### src/rtl/eth_tx_link_mux.sv
// Transmit link steering: locks each frame to one of the 10G/1G elastic buffers, aborts
// cleanly on link loss, and holds off new frames after every preferred-link change.
package eth_tx_link_mux_pkg;

  typedef struct packed {
    logic        start;
    logic        data_valid;
    logic        commit;
    logic        drop;
    logic [63:0] data;
    logic [3:0]  bytes_valid;
    logic [47:0] dst_mac;
    logic [15:0] ethertype;
  } EthernetTxL2Bus;

endpackage

module eth_tx_link_mux
  import eth_tx_link_mux_pkg::*;
#(
  parameter int unsigned HOLDOFF_CYCLES = 1024,
  parameter int unsigned COUNTER_WIDTH  = 32
) (
  input  logic                     clk,
  input  logic                     rst_n,
  input  logic                     baser_link_up,
  input  logic                     baset_link_up,
  input  EthernetTxL2Bus           tx_l2_bus,
  output EthernetTxL2Bus           tx_baser_l2_bus,
  output EthernetTxL2Bus           tx_baset_l2_bus,
  output logic [1:0]               active_port,
  output logic [COUNTER_WIDTH-1:0] perf_baser_frames,
  output logic [COUNTER_WIDTH-1:0] perf_baset_frames,
  output logic [COUNTER_WIDTH-1:0] perf_dropped_frames
);

  localparam int unsigned HoldoffWidth = $clog2(HOLDOFF_CYCLES + 2);
  localparam logic [HoldoffWidth-1:0] HoldoffLoad = HoldoffWidth'(HOLDOFF_CYCLES);

  typedef enum logic [1:0] {StIdle, StFwdR, StFwdT, StDiscard} state_e;

  state_e                  state_q;
  logic                    discard_cnt_q;
  logic [HoldoffWidth-1:0] holdoff_q;
  logic [1:0]              pref_prev_q;

  logic [1:0]     pref;
  logic [3:0]     ctl_in;
  logic [3:0]     ctl_out;
  logic           lock_up;
  logic           in_fwd;
  logic           abort;
  logic           admit;
  logic           admit_r;
  logic           admit_t;
  EthernetTxL2Bus pass_bus;
  EthernetTxL2Bus baser_d;
  EthernetTxL2Bus baset_d;

  function automatic logic [COUNTER_WIDTH-1:0] sat_inc(input logic [COUNTER_WIDTH-1:0] v);
    return (&v) ? v : v + 1'b1;
  endfunction

  always_comb begin
    pref = baser_link_up ? 2'b10 : (baset_link_up ? 2'b01 : 2'b00);

    pass_bus            = tx_l2_bus;
    pass_bus.start      = 1'b0;
    pass_bus.data_valid = 1'b0;
    pass_bus.commit     = 1'b0;
    pass_bus.drop       = 1'b0;

    ctl_in  = {tx_l2_bus.start, tx_l2_bus.data_valid, tx_l2_bus.commit, tx_l2_bus.drop};
    lock_up = (state_q == StFwdR) ? baser_link_up : baset_link_up;
    in_fwd  = (state_q == StFwdR) || (state_q == StFwdT);
    // A start inside an open frame means the previous frame lost its commit.
    abort   = in_fwd && (!lock_up || tx_l2_bus.start);
    admit   = (state_q == StIdle) && tx_l2_bus.start && (holdoff_q == '0);
    admit_r = admit && (active_port == 2'b10);
    admit_t = admit && (active_port == 2'b01);
    ctl_out = abort ? 4'b0001 : ctl_in;

    baser_d = pass_bus;
    baset_d = pass_bus;
    if (admit_r || (state_q == StFwdR)) begin
      {baser_d.start, baser_d.data_valid, baser_d.commit, baser_d.drop} = ctl_out;
    end
    if (admit_t || (state_q == StFwdT)) begin
      {baset_d.start, baset_d.data_valid, baset_d.commit, baset_d.drop} = ctl_out;
    end
  end

  always_ff @(posedge clk) begin
    if (!rst_n) begin
      state_q             <= StIdle;
      discard_cnt_q       <= 1'b0;
      holdoff_q           <= HoldoffLoad;
      pref_prev_q         <= 2'b00;
      active_port         <= 2'b00;
      tx_baser_l2_bus     <= '0;
      tx_baset_l2_bus     <= '0;
      perf_baser_frames   <= '0;
      perf_baset_frames   <= '0;
      perf_dropped_frames <= '0;
    end else begin
      active_port     <= pref;
      pref_prev_q     <= active_port;
      tx_baser_l2_bus <= baser_d;
      tx_baset_l2_bus <= baset_d;

      if (active_port != pref_prev_q) begin
        holdoff_q <= HoldoffLoad;
      end else if (holdoff_q != '0) begin
        holdoff_q <= holdoff_q - 1'b1;
      end

      case (state_q)
        StIdle: begin
          if (tx_l2_bus.start) begin
            if (admit_r) begin
              state_q <= StFwdR;
            end else if (admit_t) begin
              state_q <= StFwdT;
            end else begin
              state_q             <= StDiscard;
              discard_cnt_q       <= 1'b0;
              perf_dropped_frames <= sat_inc(perf_dropped_frames);
            end
          end
        end
        StFwdR, StFwdT: begin
          if (abort) begin
            state_q             <= StDiscard;
            // The frame that caused the abort is counted when it closes.
            discard_cnt_q       <= tx_l2_bus.start;
            perf_dropped_frames <= sat_inc(perf_dropped_frames);
          end else if (tx_l2_bus.commit) begin
            state_q <= StIdle;
            if (state_q == StFwdR) begin
              perf_baser_frames <= sat_inc(perf_baser_frames);
            end else begin
              perf_baset_frames <= sat_inc(perf_baset_frames);
            end
          end else if (tx_l2_bus.drop) begin
            state_q <= StIdle;
          end
        end
        StDiscard: begin
          if (tx_l2_bus.commit || tx_l2_bus.drop) begin
            state_q       <= StIdle;
            discard_cnt_q <= 1'b0;
            if (discard_cnt_q) begin
              perf_dropped_frames <= sat_inc(perf_dropped_frames);
            end
          end
        end
        default: state_q <= StIdle;
      endcase
    end
  end

endmodule
### config.mk
export PLATFORM = sky130hd
export DESIGN_NAME = eth_tx_link_mux
export DESIGN_NICKNAME = d
export VERILOG_FILES = /design/src/rtl/eth_tx_link_mux.sv
export SDC_FILE = /design/constraint.sdc
export NUM_CORES = 1
export LEC_CHECK = 0
export CORE_AREA = 2 2 198 200
export CTS_CLUSTER_SIZE = 40
export DETAILED_ROUTE_END_ITERATION = 8
export DIE_AREA = 0 0 200 202
export PLACE_DENSITY_LB_ADDON = 0.25
export SYNTH_ARGS = -nofsm -noshare
export SYNTH_HDL_FRONTEND = slang
export SYNTH_SLANG_ARGS = --single-unit
### constraint.sdc
create_clock -name clk -period 3.43 [get_ports clk]
set_clock_uncertainty 0.2 [all_clocks]
set_input_delay 0.5145 -clock clk [delete_from_list [all_inputs] [get_ports clk]]
set_output_delay 0.5145 -clock clk [all_outputs]
set_load 0.01 [all_outputs]
==> deck_impl_summary.md, run 1 <==
Run Summary

Timing
  • Setup_tns: 0 ns
  • Fin crit share: 83.0%
  • Setup violators final: 0
  • Slew margin rel.: 42.9%

Clocking
  • Clk ins delay skew pair: 0.56 ns
  • Clock sink count: 254
  • CTS tree: yes
  • Hold Buf Count CTS: 0

Routing
  • Routed wire per std cell: 18.1 um
  • Routed Antenna Nets: 0
  • WL met1: ~14 mm
  • First-pass DRT Iterations: 5
  • Met3 routed WL: between 2 and 2.5 mm
  • Max Used Layer: met4
  • Vias per Instance: 4.55

Synthesis
  • Logic family by area: simple AND/OR/NAND/NOR gates
  • Most frequent cells after synthesis: dfxtp_1 (254), and2_1 (143), buf_4 (133)
  • Synth Net Count: 1,300
  • Top cells, area: dfxtp_1 (48%), buf_4 (9.4%), and2_1 (8.4%), a21oi_1 (3.1%), mux2i_1 (2.5%)
  • FA/HA/MAJ Cells, Area Fraction: 1.06%
  • Mapped Cells: around 1,200

Min path
  • WHS Path Cells: 2
  • Endpoint, Worst Hold: tx_baset_l2_bus[17]
  • Min-Delay Path Class: in2reg

GRT
  • GRT Max-Usage Layer: met2
  • Largest net degree at the start of global routing: 129
  • Total GRT Usage: ~18%
  • Met3 Track Usage GR: ~4.2%

Cells and area
  • Logic area: 4350 um2
  • NumNets Final: 1,677
  • Max reg flops: around 140
  • Most common logic cells in the final layout: clkdlybuf4s50_1 (508), dfxtp_1 (254), and2_1 (143)
  • Share of layout cells above drive strength 1: around 5.7%
  • Logic share of the area: 26.5%
  • Non-clk bufs: 529
  • Clock network area share: 6.03%

Job
  • Total of max-cap violations: 0

Worst setup path
  • Worst Setup EP: perf_baser_frames[21]
  • Worst R2R End: perf_baser_frames[21]
  • Crit-path slowest cell: or4_1
  • Worst reg2reg setup slack: 0.58 ns
  • CP Capture Type: flop
  • Reg2Reg Depth: 8
  • FF-to-FF Start: state_q[1]

Die
  • Chip area: 40,400 um2
  • Initial core utilization: about 28%

Place
  • Dpl cell area: 15,400 um2
  • # port buffers: 509

Power
  • Comb power: 1360 uW
  • Main power group: sequential cells

Run status
  • Status: complete, no violations
Run 1, cell outlines without signal wires:
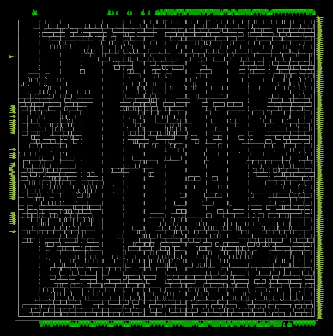
Filler cells: 3,731
flop count: 254
core area: 38,300 um2

Run 1, a small window of the routed layout:
Scale bar: 20 um. Region (25, 26) to (75, 76) um. Cells in grey, sequential cells in the stronger grey; small squares are vias.
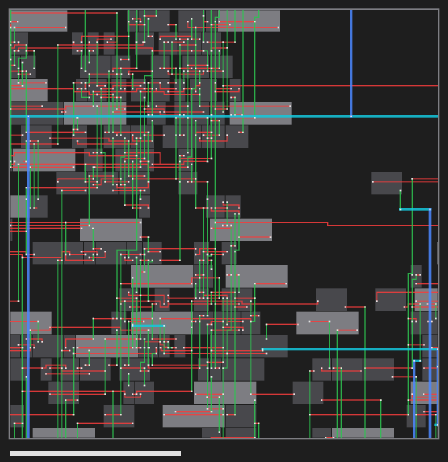
| colour | layer |
|---|---|
| green | M2 |
| blue | M4 |
| cyan | M3 |
| red | M1 |
netlist names of flops here include: perf_baset_frames (14), tx_baset_l2_bus (2)
sequential cells in the window: 16
most frequent: dfxtp_1 (16), clkdlybuf4s50_1 (13), nand2_1 (12)
cells with their middle in the window: 115

Run 1, sequential cells grouped by signal name:
Other sequential cells in the stronger grey, the rest of the logic in the fainter grey.
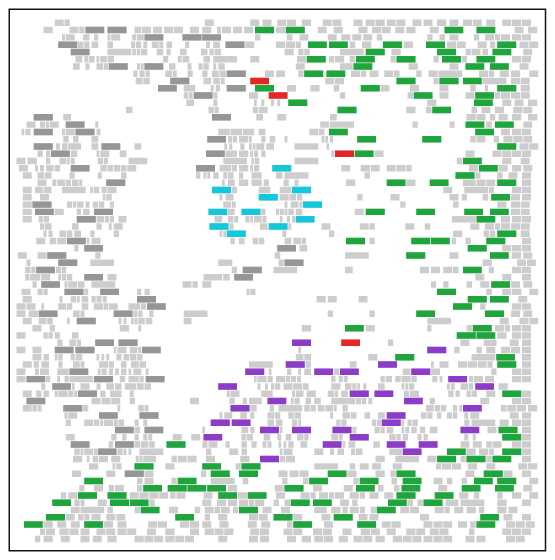
| colour | netlist name | flops |
|---|---|---|
| purple | perf_baser_frames | 32 |
| green | tx_baset_l2_bus | 136 |
| cyan | holdoff_q | 11 |
| red | tx_baser_l2_bus | 4 |

Run 1, cells coloured by class:
Fill, decap, tap and diode cells in grey.
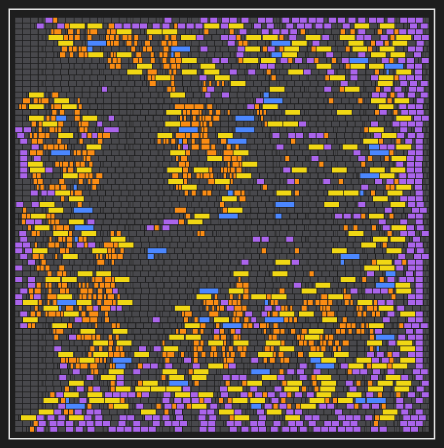
| colour | class | cells |
|---|---|---|
| orange | remaining logic cells | 713 |
| blue | clock drivers and dummy loads | 56 |
| yellow | sequential cells | 254 |
| purple | remaining buffers and delay cells | 529 |

Run 1, signal metal coverage by tile:
Scale bar: 50 um. The die is cut into 20 by 20 equal tiles; black is low, pale yellow is high, scaled to the fullest tile. Values are wire area over tile area, all layers added.
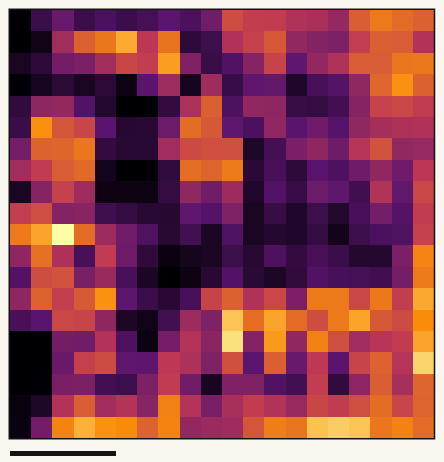

--- run 2 (diff from run 1) ---
- clock period: 3.43 -> 2.8 ns (I/O delays scaled with it)
Run 2, signal metal coverage by tile:
Scale bar: 50 um. The die is cut into 20 by 20 equal tiles; black is low, pale yellow is high, scaled to the fullest tile. Values are wire area over tile area, all layers added.
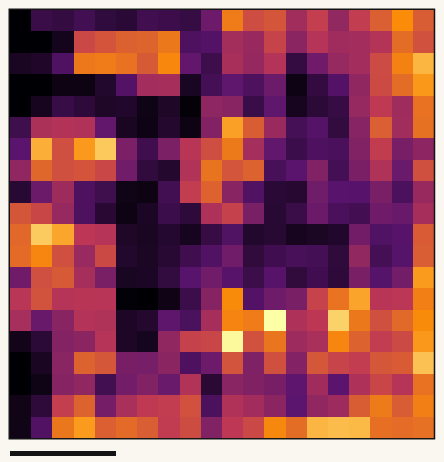
fullest tile: 0.40
nearly empty tiles: 2.8%
tiles over half the peak: 32%
densest ninth of the die: south-east
mean over tiles: 0.15

Run 2, a small window of the routed layout:
Scale bar: 20 um. Region (25, 26) to (75, 76) um. Cells in grey, sequential cells in the stronger grey; small squares are vias.
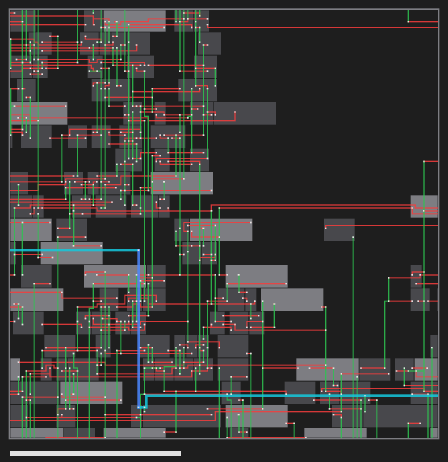
| colour | layer |
|---|---|
| green | M2 |
| blue | M4 |
| red | M1 |
| cyan | M3 |
sequential cells in the window: 13
netlist names of flops here include: perf_baset_frames (11), tx_baset_l2_bus (2)
most frequent: clkdlybuf4s50_1 (13), dfxtp_1 (13), nand2_1 (7)
cells with their middle in the window: 104

==> deck_impl_summary.md, run 2 <==
Run Summary

Cells and area
  • Most common logic cells in the final layout: clkdlybuf4s50_1 (508), dfxtp_1 (253), and2_1 (143)
  • # clk buffers: 41
  • Flop count: 254 (unchanged)
  • Share of layout cells above drive strength 1: 7.35% (+1.7 points)
  • Non-clock inverters: 14
  • Sequential Area: 5090 um2
  • Seq/total area: 30.5%
  • Non-clk bufs: 555 (+4.9%)
  • Logic area: 4360 um2 (+0.35%)
  • Clock network area share: 6.25% (+0.22 points)
  • NumNets Final: 1,704 (+1.6%)
  • Logic share of the area: 26.1% (-0.37 points)
  • Max reg flops: 136 (unchanged)
  • Filler cells: 3,692 (-1.0%)

Routing
  • Final wirelength: 38.0 mm
  • First-pass DRT Iterations: 4 (-1)
  • Routed Antenna Nets: 0 (unchanged)
  • Met3 routed WL: 2.40 mm (-3.7%)
  • WL met1: 15.0 mm (+3.6%)
  • Vias per Instance: 4.56 (+0.14%)
  • Max Used Layer: met4
  • Routed wire per std cell: 18.1 um (-0.19%)

Clocking
  • CTS tree: yes
  • H-tree depth: 1
  • Clk ins delay skew pair: 0.56 ns (about the same)
  • CTS resizes: 0
  • Clock sink count: 254 (unchanged)
  • Hold Buf Count CTS: 1 (+1)

Synthesis
  • FA/HA/MAJ Cells, Area Fraction: 1.06% (unchanged)
  • YS chip area: 10,700 um2
  • Ys async rst share: 0%
  • Mapped Cells: 1,151 (unchanged)
  • Logic family by area: simple AND/OR/NAND/NOR gates
  • Synth Net Count: 1,300 (unchanged)
  • Most frequent cells after synthesis: dfxtp_1 (254), and2_1 (143), buf_4 (133)
  • Top cells, area: dfxtp_1 (48%), buf_4 (9.4%), and2_1 (8.4%), a21oi_1 (3.1%), mux2i_1 (2.5%)

GRT
  • GRT Max-Usage Layer: met2
  • Met3 Track Usage GR: 3.65% (-0.53 points)
  • Total GRT Usage: 17.9% (+0.17 points)
  • Largest net degree at the start of global routing: 138 (+7.0%)

Worst setup path
  • Critical Path AT: 2.93 ns
  • Critical path's most frequent cell: buf_4
  • Reg2Reg Depth: 9 (+1)
  • Worst reg2reg setup slack: 0.12 ns (-0.46 ns)
  • Worst Setup EP: perf_baset_frames[27]
  • Crit path largest cell delay: 0.43 ns
  • Worst R2R End: perf_baset_frames[27]
  • CP Capture Type: flop
  • Crit-path slowest cell: or3_1
  • FF-to-FF Start: state_q[0]

Power
  • Design Power: between 9000 and 10,000 uW
  • Main power group: clock
  • Sw power: about 2500 uW
  • Comb power: 1770 uW (+30%)

Timing
  • Fin crit share: 95.8% (+13 points)
  • Setup_tns: 0 ns (unchanged)
  • Hold Slack: 0.232 ns
  • Slew margin rel.: 52.2% (+9.3 points)
  • Setup violators final: 0 (unchanged)

Place
  • # port buffers: 509 (unchanged)
  • Dpl cell area: 15,600 um2 (+1.4%)
  • Post-place setup slack: -0.0899 ns

Min path
  • Min-Delay Path Class: in2reg
  • WHS Path Cells: 2 (unchanged)
  • Endpoint, Worst Hold: tx_baset_l2_bus[28]

Run status
  • Status: complete, no violations

Die
  • Core area: 38,300 um2 (unchanged)
  • Chip area: 40,400 um2 (unchanged)
  • Initial core utilization: 27.9% (unchanged)

Job
  • Total of max-cap violations: 0 (unchanged)
No activity file was given, so power comes from the tool's default toggle rates.
